[config.mk]
export PLATFORM = sky130hd
export DESIGN_NAME = bkm_lut_sequencer
export DESIGN_NICKNAME = d
export VERILOG_FILES = /design/src/rtl/bkm_seq_pkg.sv /design/src/rtl/bkm_step_reg.sv /design/src/rtl/bkm_lut_sequencer.sv
export SDC_FILE = /design/constraint.sdc
export NUM_CORES = 1
export LEC_CHECK = 0
export ABC_AREA = 1
export CAP_MARGIN = 20
export CORE_AREA = 2 2 210 212
export DETAILED_ROUTE_END_ITERATION = 10
export DIE_AREA = 0 0 212 214
export SLEW_MARGIN = 20
export SYNTH_ARGS = -nofsm -noshare
export SYNTH_HDL_FRONTEND = slang
export SYNTH_SLANG_ARGS = --single-unit
[constraint.sdc]
create_clock -name clk -period 2.1 [get_ports clk]
set_clock_uncertainty 0.05 [all_clocks]
set_input_delay 0.21 -clock clk [delete_from_list [all_inputs] [get_ports clk]]
set_output_delay 0.21 -clock clk [all_outputs]
set_load 0.005 [all_outputs]
[src/rtl/bkm_seq_pkg.sv]
// rtl/bkm_seq_pkg.sv - shared state encoding and limits for the BKM LUT sequencer
package bkm_seq_pkg;

  typedef enum logic [2:0] {
    ST_IDLE    = 3'd0,
    ST_FETCH   = 3'd1,
    ST_WAIT    = 3'd2,
    ST_PRESENT = 3'd3,
    ST_DONE    = 3'd4
  } state_t;

  localparam int LUT_LAT_MAX = 7;
  // Wide enough to hold LUT_LAT_MAX-1.
  localparam int WAIT_W = 3;

endpackage

[src/rtl/bkm_step_reg.sv]
// rtl/bkm_step_reg.sv - holding register for one presented BKM step (X, Y, index, last)
module bkm_step_reg #(
  parameter int DW = 1
) (
  input  logic          clk,
  input  logic          arst_n,
  input  logic          srst,
  input  logic          i_load,
  input  logic [DW-1:0] i_d,
  output logic [DW-1:0] o_q
);

  logic [DW-1:0] r_q;

  always_ff @(posedge clk or negedge arst_n) begin
    if (!arst_n) begin
      r_q <= '0;
    end else if (srst) begin
      r_q <= '0;
    end else if (i_load) begin
      r_q <= i_d;
    end
  end

  assign o_q = r_q;

endmodule

[src/rtl/bkm_lut_sequencer.sv]
// rtl/bkm_lut_sequencer.sv - walks BKM LUT indices 0..n_iter-1 and hands each CSD step to the datapath
module bkm_lut_sequencer
  import bkm_seq_pkg::*;
#(
  parameter int W       = 64,
  parameter int NW      = 6,
  parameter int LUT_LAT = 1
) (
  input  logic            clk,
  input  logic            arst_n,
  input  logic            srst,
  input  logic            enable,
  input  logic            start,
  input  logic [NW-1:0]   n_iter,
  output logic            busy,
  output logic            lut_rd,
  output logic [NW-1:0]   lut_addr,
  input  logic [2*W-1:0]  lut_X_n_csd,
  input  logic [2*W-1:0]  lut_Y_n_csd,
  output logic            step_valid,
  input  logic            step_ready,
  output logic [NW-1:0]   step_n,
  output logic            step_last,
  output logic [2*W-1:0]  step_X_csd,
  output logic [2*W-1:0]  step_Y_csd,
  output logic            done
);

  localparam int SW = 2 * (2 * W) + NW + 1;
  localparam logic [WAIT_W-1:0] WAIT_INIT = WAIT_W'(LUT_LAT - 1);

  state_t              r_state;
  state_t              w_next;
  logic [NW-1:0]       r_n;
  logic [NW-1:0]       r_n_iter;
  logic [WAIT_W-1:0]   r_wait;
  logic                w_load;
  logic                w_accept;
  logic                w_hs;
  logic [SW-1:0]       w_step_d;
  logic [SW-1:0]       w_step_q;

  assign w_accept = (r_state == ST_IDLE) && start;
  assign w_hs     = (r_state == ST_PRESENT) && step_ready;

  always_ff @(posedge clk or negedge arst_n) begin
    if (!arst_n) begin
      r_state <= ST_IDLE;
    end else if (srst) begin
      r_state <= ST_IDLE;
    end else if (enable) begin
      r_state <= w_next;
    end
  end

  always_comb begin
    w_next = r_state;
    w_load = 1'b0;
    case (r_state)
      ST_IDLE: begin
        if (start) begin
          w_next = (n_iter == '0) ? ST_DONE : ST_FETCH;
        end
      end
      ST_FETCH: begin
        w_next = ST_WAIT;
      end
      ST_WAIT: begin
        if (r_wait == '0) begin
          w_load = 1'b1;
          w_next = ST_PRESENT;
        end
      end
      ST_PRESENT: begin
        if (step_ready) begin
          w_next = step_last ? ST_DONE : ST_FETCH;
        end
      end
      ST_DONE: begin
        w_next = ST_IDLE;
      end
      default: begin
        w_next = ST_IDLE;
      end
    endcase
  end

  // n stops at n_iter-1, so the increment cannot wrap even for n_iter = 2^NW-1.
  always_ff @(posedge clk or negedge arst_n) begin
    if (!arst_n) begin
      r_n      <= '0;
      r_n_iter <= '0;
      r_wait   <= '0;
    end else if (srst) begin
      r_n      <= '0;
      r_n_iter <= '0;
      r_wait   <= '0;
    end else if (enable) begin
      if (w_accept && (n_iter != '0)) begin
        r_n_iter <= n_iter;
        r_n      <= '0;
      end
      if (r_state == ST_FETCH) begin
        r_wait <= WAIT_INIT;
      end else if ((r_state == ST_WAIT) && (r_wait != '0)) begin
        r_wait <= r_wait - WAIT_W'(1);
      end
      if (w_hs && !step_last) begin
        r_n <= r_n + NW'(1);
      end
    end
  end

  assign w_step_d = {lut_X_n_csd, lut_Y_n_csd, r_n, (r_n == (r_n_iter - NW'(1)))};

  bkm_step_reg #(
    .DW(SW)
  ) u_step_reg (
    .clk    (clk),
    .arst_n (arst_n),
    .srst   (srst),
    .i_load (w_load && enable),
    .i_d    (w_step_d),
    .o_q    (w_step_q)
  );

  assign {step_X_csd, step_Y_csd, step_n, step_last} = w_step_q;

  assign busy       = (r_state == ST_FETCH) || (r_state == ST_WAIT) || (r_state == ST_PRESENT);
  assign lut_rd     = (r_state == ST_FETCH) && enable;
  assign lut_addr   = r_n;
  assign step_valid = (r_state == ST_PRESENT);
  assign done       = (r_state == ST_DONE);

endmodule

==> summary.txt, run 1 <==
Results of the full flow below.

Status:
- The run finished with clean final reports.

Layout:
- The run gives the buffer share of cell area as 31.3%.
- In the final layout, excluding clock buffers the buffer count is 580.
- The run puts the post-layout utilization of the core at 44.2%.
- The run puts the count of nets after finishing at 2139.
- The post-route netlist has 5.34% of its cells at a drive strength greater than 1.
- The run puts the number of inserted filler cells in the final layout at 4152.

STA:
- The run puts the maximum clock frequency at 0.520 GHz.
- The end-of-flow timing check tallies setup violations at 0.
- After routing, the total negative slack on setup checks comes to 0 ns.
- The run gives the final-layout worst hold slack as 0.180 ns.
- The run gives the slew at the pin closest to its max-slew limit as 0.721 ns.

Clock network:
- Per the TritonCTS log, the buffer count is 35.
- At the later pin of the worst-skew pair, clock insertion delay measures 0.53 ns.

Detailed routing:
- The run gives the iteration count of the initial detailed-routing pass as 6.
- The run gives the detailed-route wire length on metal 1 as 16.1 mm.

Yosys:
- The synthesized netlist was found by Yosys to have 1337 cells.
- The run gives the cell type with the largest total area after synthesis as sky130_fd_sc_hd__dfrtp_1.
- By area the synthesized netlist is led by sky130_fd_sc_hd__dfrtp_1 (61%), sky130_fd_sc_hd__nand2_1 (19%), sky130_fd_sc_hd__nand3_1 (12%), sky130_fd_sc_hd__clkbuf_1 (1.5%), sky130_fd_sc_hd__buf_2 (1.4%).
- The run gives the chip area in the Yosys report as 0.0115 mm².
- The run puts the total of warnings raised by yosys at 0.

Floorplanning:
- The run puts the vertical die dimension at 214 µm.

Placement:
- The run gives the estimated wirelength of the detail-placed design as 28.9 mm.
[run 1: power by group through the flow]
stage	clock network (W)	logic (W)	registers [W]
global route	0.00644	0.00152	0.00557
global placement	0	0.00141	0.00566
finish	0.00599	0.00139	0.00557
detailed placement	0	0.00142	0.00566
floorplan	0	0.000406	0.00566
CTS	0.00621	0.00142	0.00556
[run 1: cell families (layout without fill, tap and decap cells)]
kind of cell	Yosys count	in the layout
AND-OR/OR-AND	17	17
XOR/XNOR	5	5
adder cells (fa/ha/maj)	4	4
buffers and inverters	120	675
flip-flops	281	281
AND/OR/NAND/NOR	910	910
[run 1: state kept, by name, summed over array words and instances, names as in the netlist]
register	flops
u_step_reg.o_q	263
lut_addr	6
r_n_iter	6
r_wait	3
r_state	3
[run 1: cells in the final DEF (no fill, tap or decap), drive strengths merged]
master         synthesis  layout
clkinv                 0       9
clkdlybuf4s15          0       1
a21oi                  1       1
nand3b                 1       1
ha                     4       4
clkinvlp               0       1
nor3                   4       4
dlygate4sd2            0       3
nand4                  8       8
dlygate4sd3            0       1
nand2                592     592
o21ai                 16      16
buf                   40      40
clkbuf                47      49
nor2                  27      27
nand3                278     278
xnor2                  2       2
xor2                   3       3
dfrtp                281     281
inv                   33      34
clkdlybuf4s50          0     535
bufinv                 0       2
[run 1: cell usage after synthesis, drive strengths merged]
cell type,n
inv,33
nor3,4
nand3b,1
dfrtp,281
clkbuf,47
nor2,27
o21ai,16
nand4,8
buf,40
ha,4
xor2,3
nand2,592
a21oi,1
xnor2,2
nand3,278
[run 1: worst min-delay path: cells and delay by family]
kind	cells	cell delay [ns]
buf+inv	1	0.39
simple gates	2	0.12
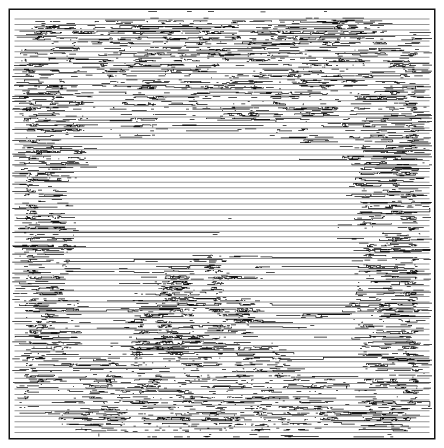
Run 1: the metal 1 layer
Supply wires on this layer in grey.
The longest straight run is 104 µm. 1886 nets have wire on it.
met1 routing resource usage after global routing: 20.7%
DRT Wirelength: 40.6 mm
overall via count from detail_route: 11000

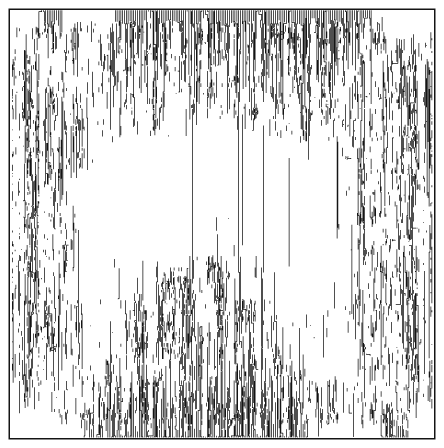
Run 1: the metal 2 layer
The wires run mostly vertical. 1689 nets have wire on it. The layer holds 49% of the routed length. The longest straight run is 90.1 µm. The layer carries 19800 µm of wire.
global-route track usage on met2: 30.1%

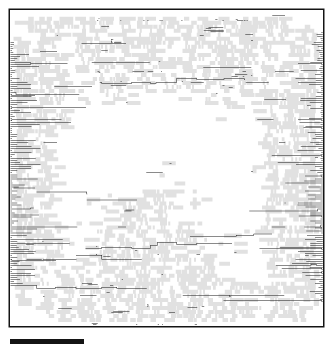
Run 1: M3 wires
Scale bar: 50 µm.
The longest straight run is 68.5 µm. The layer holds 8.2% of the routed length. 311 nets have wire on it. The wires run mostly horizontal. The layer carries 3330 µm of wire.
met3 GRT Util: 5.79%

Run 1, clock nets:
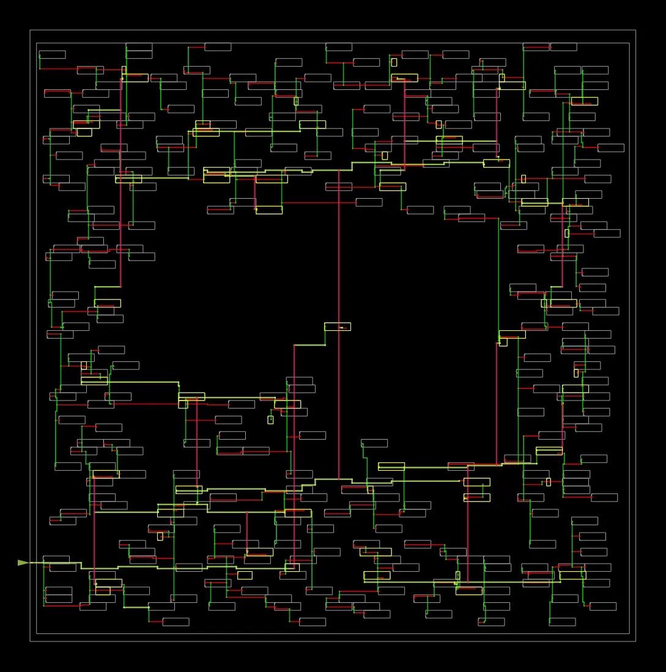

==> run 2: changes to the inputs <==
--- a/config.mk
+++ b/config.mk
@@ -10,6 +10,7 @@
 export CORE_AREA = 2 2 210 212
 export DETAILED_ROUTE_END_ITERATION = 10
 export DIE_AREA = 0 0 212 214
+export REMOVE_ABC_BUFFERS = 1
 export SLEW_MARGIN = 20
 export SYNTH_ARGS = -nofsm -noshare
 export SYNTH_HDL_FRONTEND = slang
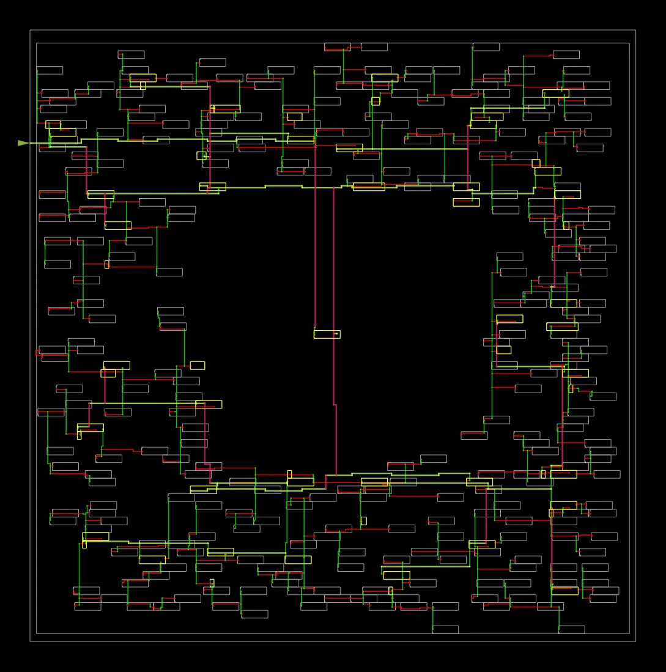
Run 2: clock nets
TritonCTS sink count: 281
Flops: 281
power drawn by the clock network: 0.00591 W
source-to-sink clock delay at the later pin of the worst-skew pair: 0.52 ns

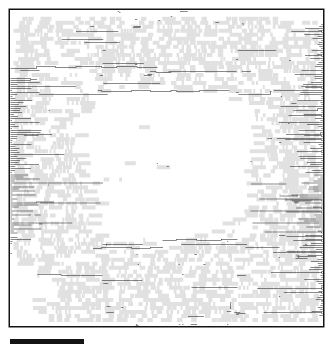
Run 2: M3 wires
Scale bar: 50 µm.
overall via count from detail_route: 11200
DRT Wirelength: 41.9 mm
met3 GRT Util: 5.97%

==> summary.txt, run 2 <==
Results of the full flow below.

Power and ir drop:
- The run gives the proportion of power drawn by the clock network as 45.8%.

Yosys:
- The run puts the chip area in the Yosys report at 0.0115 mm² (unchanged).
- The run gives the most numerous cell in the Yosys netlist as sky130_fd_sc_hd__nand2_1.
- The run puts the post-synth tally of flip-flops with integrated enable at 0 (unchanged).
- The run puts the multiplexer area fraction after synthesis at 0%.
- Counting instances in the post-synthesis netlist gives the leading cell types as sky130_fd_sc_hd__nand2_1 (592), sky130_fd_sc_hd__dfrtp_1 (281), sky130_fd_sc_hd__nand3_1 (278).
- The run puts the synthesized instance count at 1337.
- The run gives the number of cell instances after yosys synthesis as 1337 (unchanged).
- The largest total area in the synthesized netlist belongs to sky130_fd_sc_hd__dfrtp_1.
- The synthesized design contains 281 register bits.
- By area the synthesized netlist is led by sky130_fd_sc_hd__dfrtp_1 (61%), sky130_fd_sc_hd__nand2_1 (19%), sky130_fd_sc_hd__nand3_1 (12%), sky130_fd_sc_hd__clkbuf_1 (1.5%), sky130_fd_sc_hd__buf_2 (1.4%).
- In the synthesized netlist the dominant register cell turns out to be sky130_fd_sc_hd__dfrtp_1.
- The run gives the total of warnings raised by yosys as 0 (unchanged).
- The proportion of synthesized flip-flops having asynchronous set or reset is 100% (unchanged).

Detailed routing:
- The run puts the number of DRC markers in iteration 0 at 679.
- The run gives the detailed-route wire length on metal 1 as 17.1 mm (+5.9%).
- After detailed routing, the number of vias per cell comes to 4.49.
- The detailed router reports a met2 wire length of 20.5 mm.
- The run gives the iteration count of the initial detailed-routing pass as 7 (+1).

Clock network:
- The number of buffers added by the clock tree synthesis step came to 34 (-2.9%).

Layout:
- Per the cell usage report, the commonest logic cell in the layout is sky130_fd_sc_hd__nand2_1.
- The run puts the number of flip-flops in the largest register at 263 (unchanged).
- The run puts the share of post-route cells with drive strength above 1 at 5.79% (+0.45 points).
- The library cells used most frequently in the layout, excluding fill and tap cells, are sky130_fd_sc_hd__nand2_1 (592), sky130_fd_sc_hd__clkdlybuf4s50_1 (535), sky130_fd_sc_hd__dfrtp_1 (281), sky130_fd_sc_hd__nand3_1 (277), sky130_fd_sc_hd__clkbuf_16 (35).
- The run gives the number of inserted filler cells in the final layout as 4195 (+1.0%).

Status:
- The flow ran to the end, and the final reports show no timing, DRC or antenna violations.

STA:
- The number of setup violations in the final report came to 0 (unchanged).
- The run puts the final clock period utilization by the worst path at 91.1%.
- The run puts the slew at the pin closest to its max-slew limit at 0.624 ns (-0.0968 ns).
- The run puts the maximum clock frequency at 0.523 GHz (+0.65%).
- The run gives the final-layout worst hold slack as 0.175 ns (-0.00439 ns).
- The run puts the worst-case headroom to the max-slew limit at 58.4%.

GRT:
- The via count of the first global-routing pass is 11100.
- The run puts the total congestion overflow at 0.
- The fraction of met2 tracks used by global routing was 30.6% (+0.49 points).

Worst setup path:
- The critical path endpoint has a required time of 1.84 ns.

Floorplanning:
- The run puts the vertical die dimension at 214 µm (unchanged).

Job:
- The run puts the total number of warnings across the stage logs at 30.

Placement:
- The run gives the estimated wirelength of the detail-placed design as 30.7 mm (+6.2%).
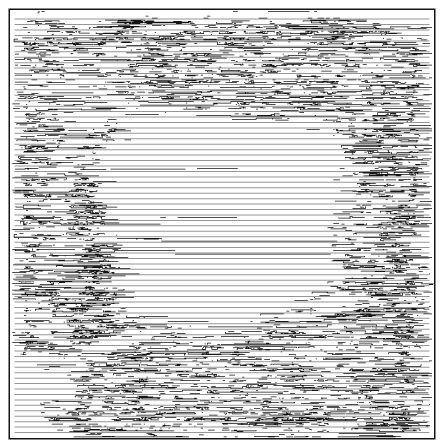
Run 2: the metal 1 layer
Supply wires on this layer in grey.
The wires run mostly horizontal. The layer holds 41% of the routed length.
met1 routing resource usage after global routing: 21.7%

-- run 2: cell type report --
cell class	count	share of cell area [%]
antenna	2	0.0262
clock buffer	50	5.14
clock inverter	9	0.675
inverter	33	0.727
multi-input combinational	936	20.9
sequential	281	36.8
tap	585	3.83
timing repair buffer	591	31.9
-- run 2: worst min-delay path by stage --
stage                                from                   to  slack (ns)
after global routing      lut_X_n_csd[34]  u_step_reg.o_q[169]        0.16
after floorplan                    arst_n          lut_addr[0]       -0.14
after global placement             arst_n  u_step_reg.o_q[190]        0.16
final                              arst_n  u_step_reg.o_q[243]        0.18
after detailed placement           arst_n  u_step_reg.o_q[190]        0.15
after CTS                 lut_X_n_csd[34]  u_step_reg.o_q[169]        0.14
-- run 2: stage by stage --
| stage | setup TNS (ns) | area (µm²) | util [%] |
|---|---|---|---|
| 6_report | 0 | 19100 | 44.5 |
| 5_1_grt | 0 | 19100 | 44.5 |
| 4_1_cts | -0.0484 | 19100 | 44.5 |
| 3_5_place_dp | 0 | 18000 | 41.9 |
| 3_3_place_gp | 0 | 18000 | 41.9 |
| 2_1_floorplan | -991.47 | 11100 | - |
-- run 2: logic make-up (layout without fill, tap and decap cells) --
group | Yosys count | in the layout
adder cells (fa/ha/maj) | 4 | 4
AND-OR/OR-AND | 17 | 17
buffers and inverters | 120 | 683
other | 0 | 2
flip-flops | 281 | 281
AND/OR/NAND/NOR | 910 | 910
XOR/XNOR | 5 | 5
-- run 2: power groups by stage --
stage | Sequential, W | Combinational [W] | Clock (W)
after floorplan | 0.00566 | 0.000370 | 0
after global placement | 0.00566 | 0.00143 | 0
after detailed placement | 0.00566 | 0.00144 | 0
after CTS | 0.00557 | 0.00145 | 0.00612
after global routing | 0.00558 | 0.00157 | 0.00632
final | 0.00557 | 0.00143 | 0.00591
No activity file was given, so power comes from the tool's default toggle rates.
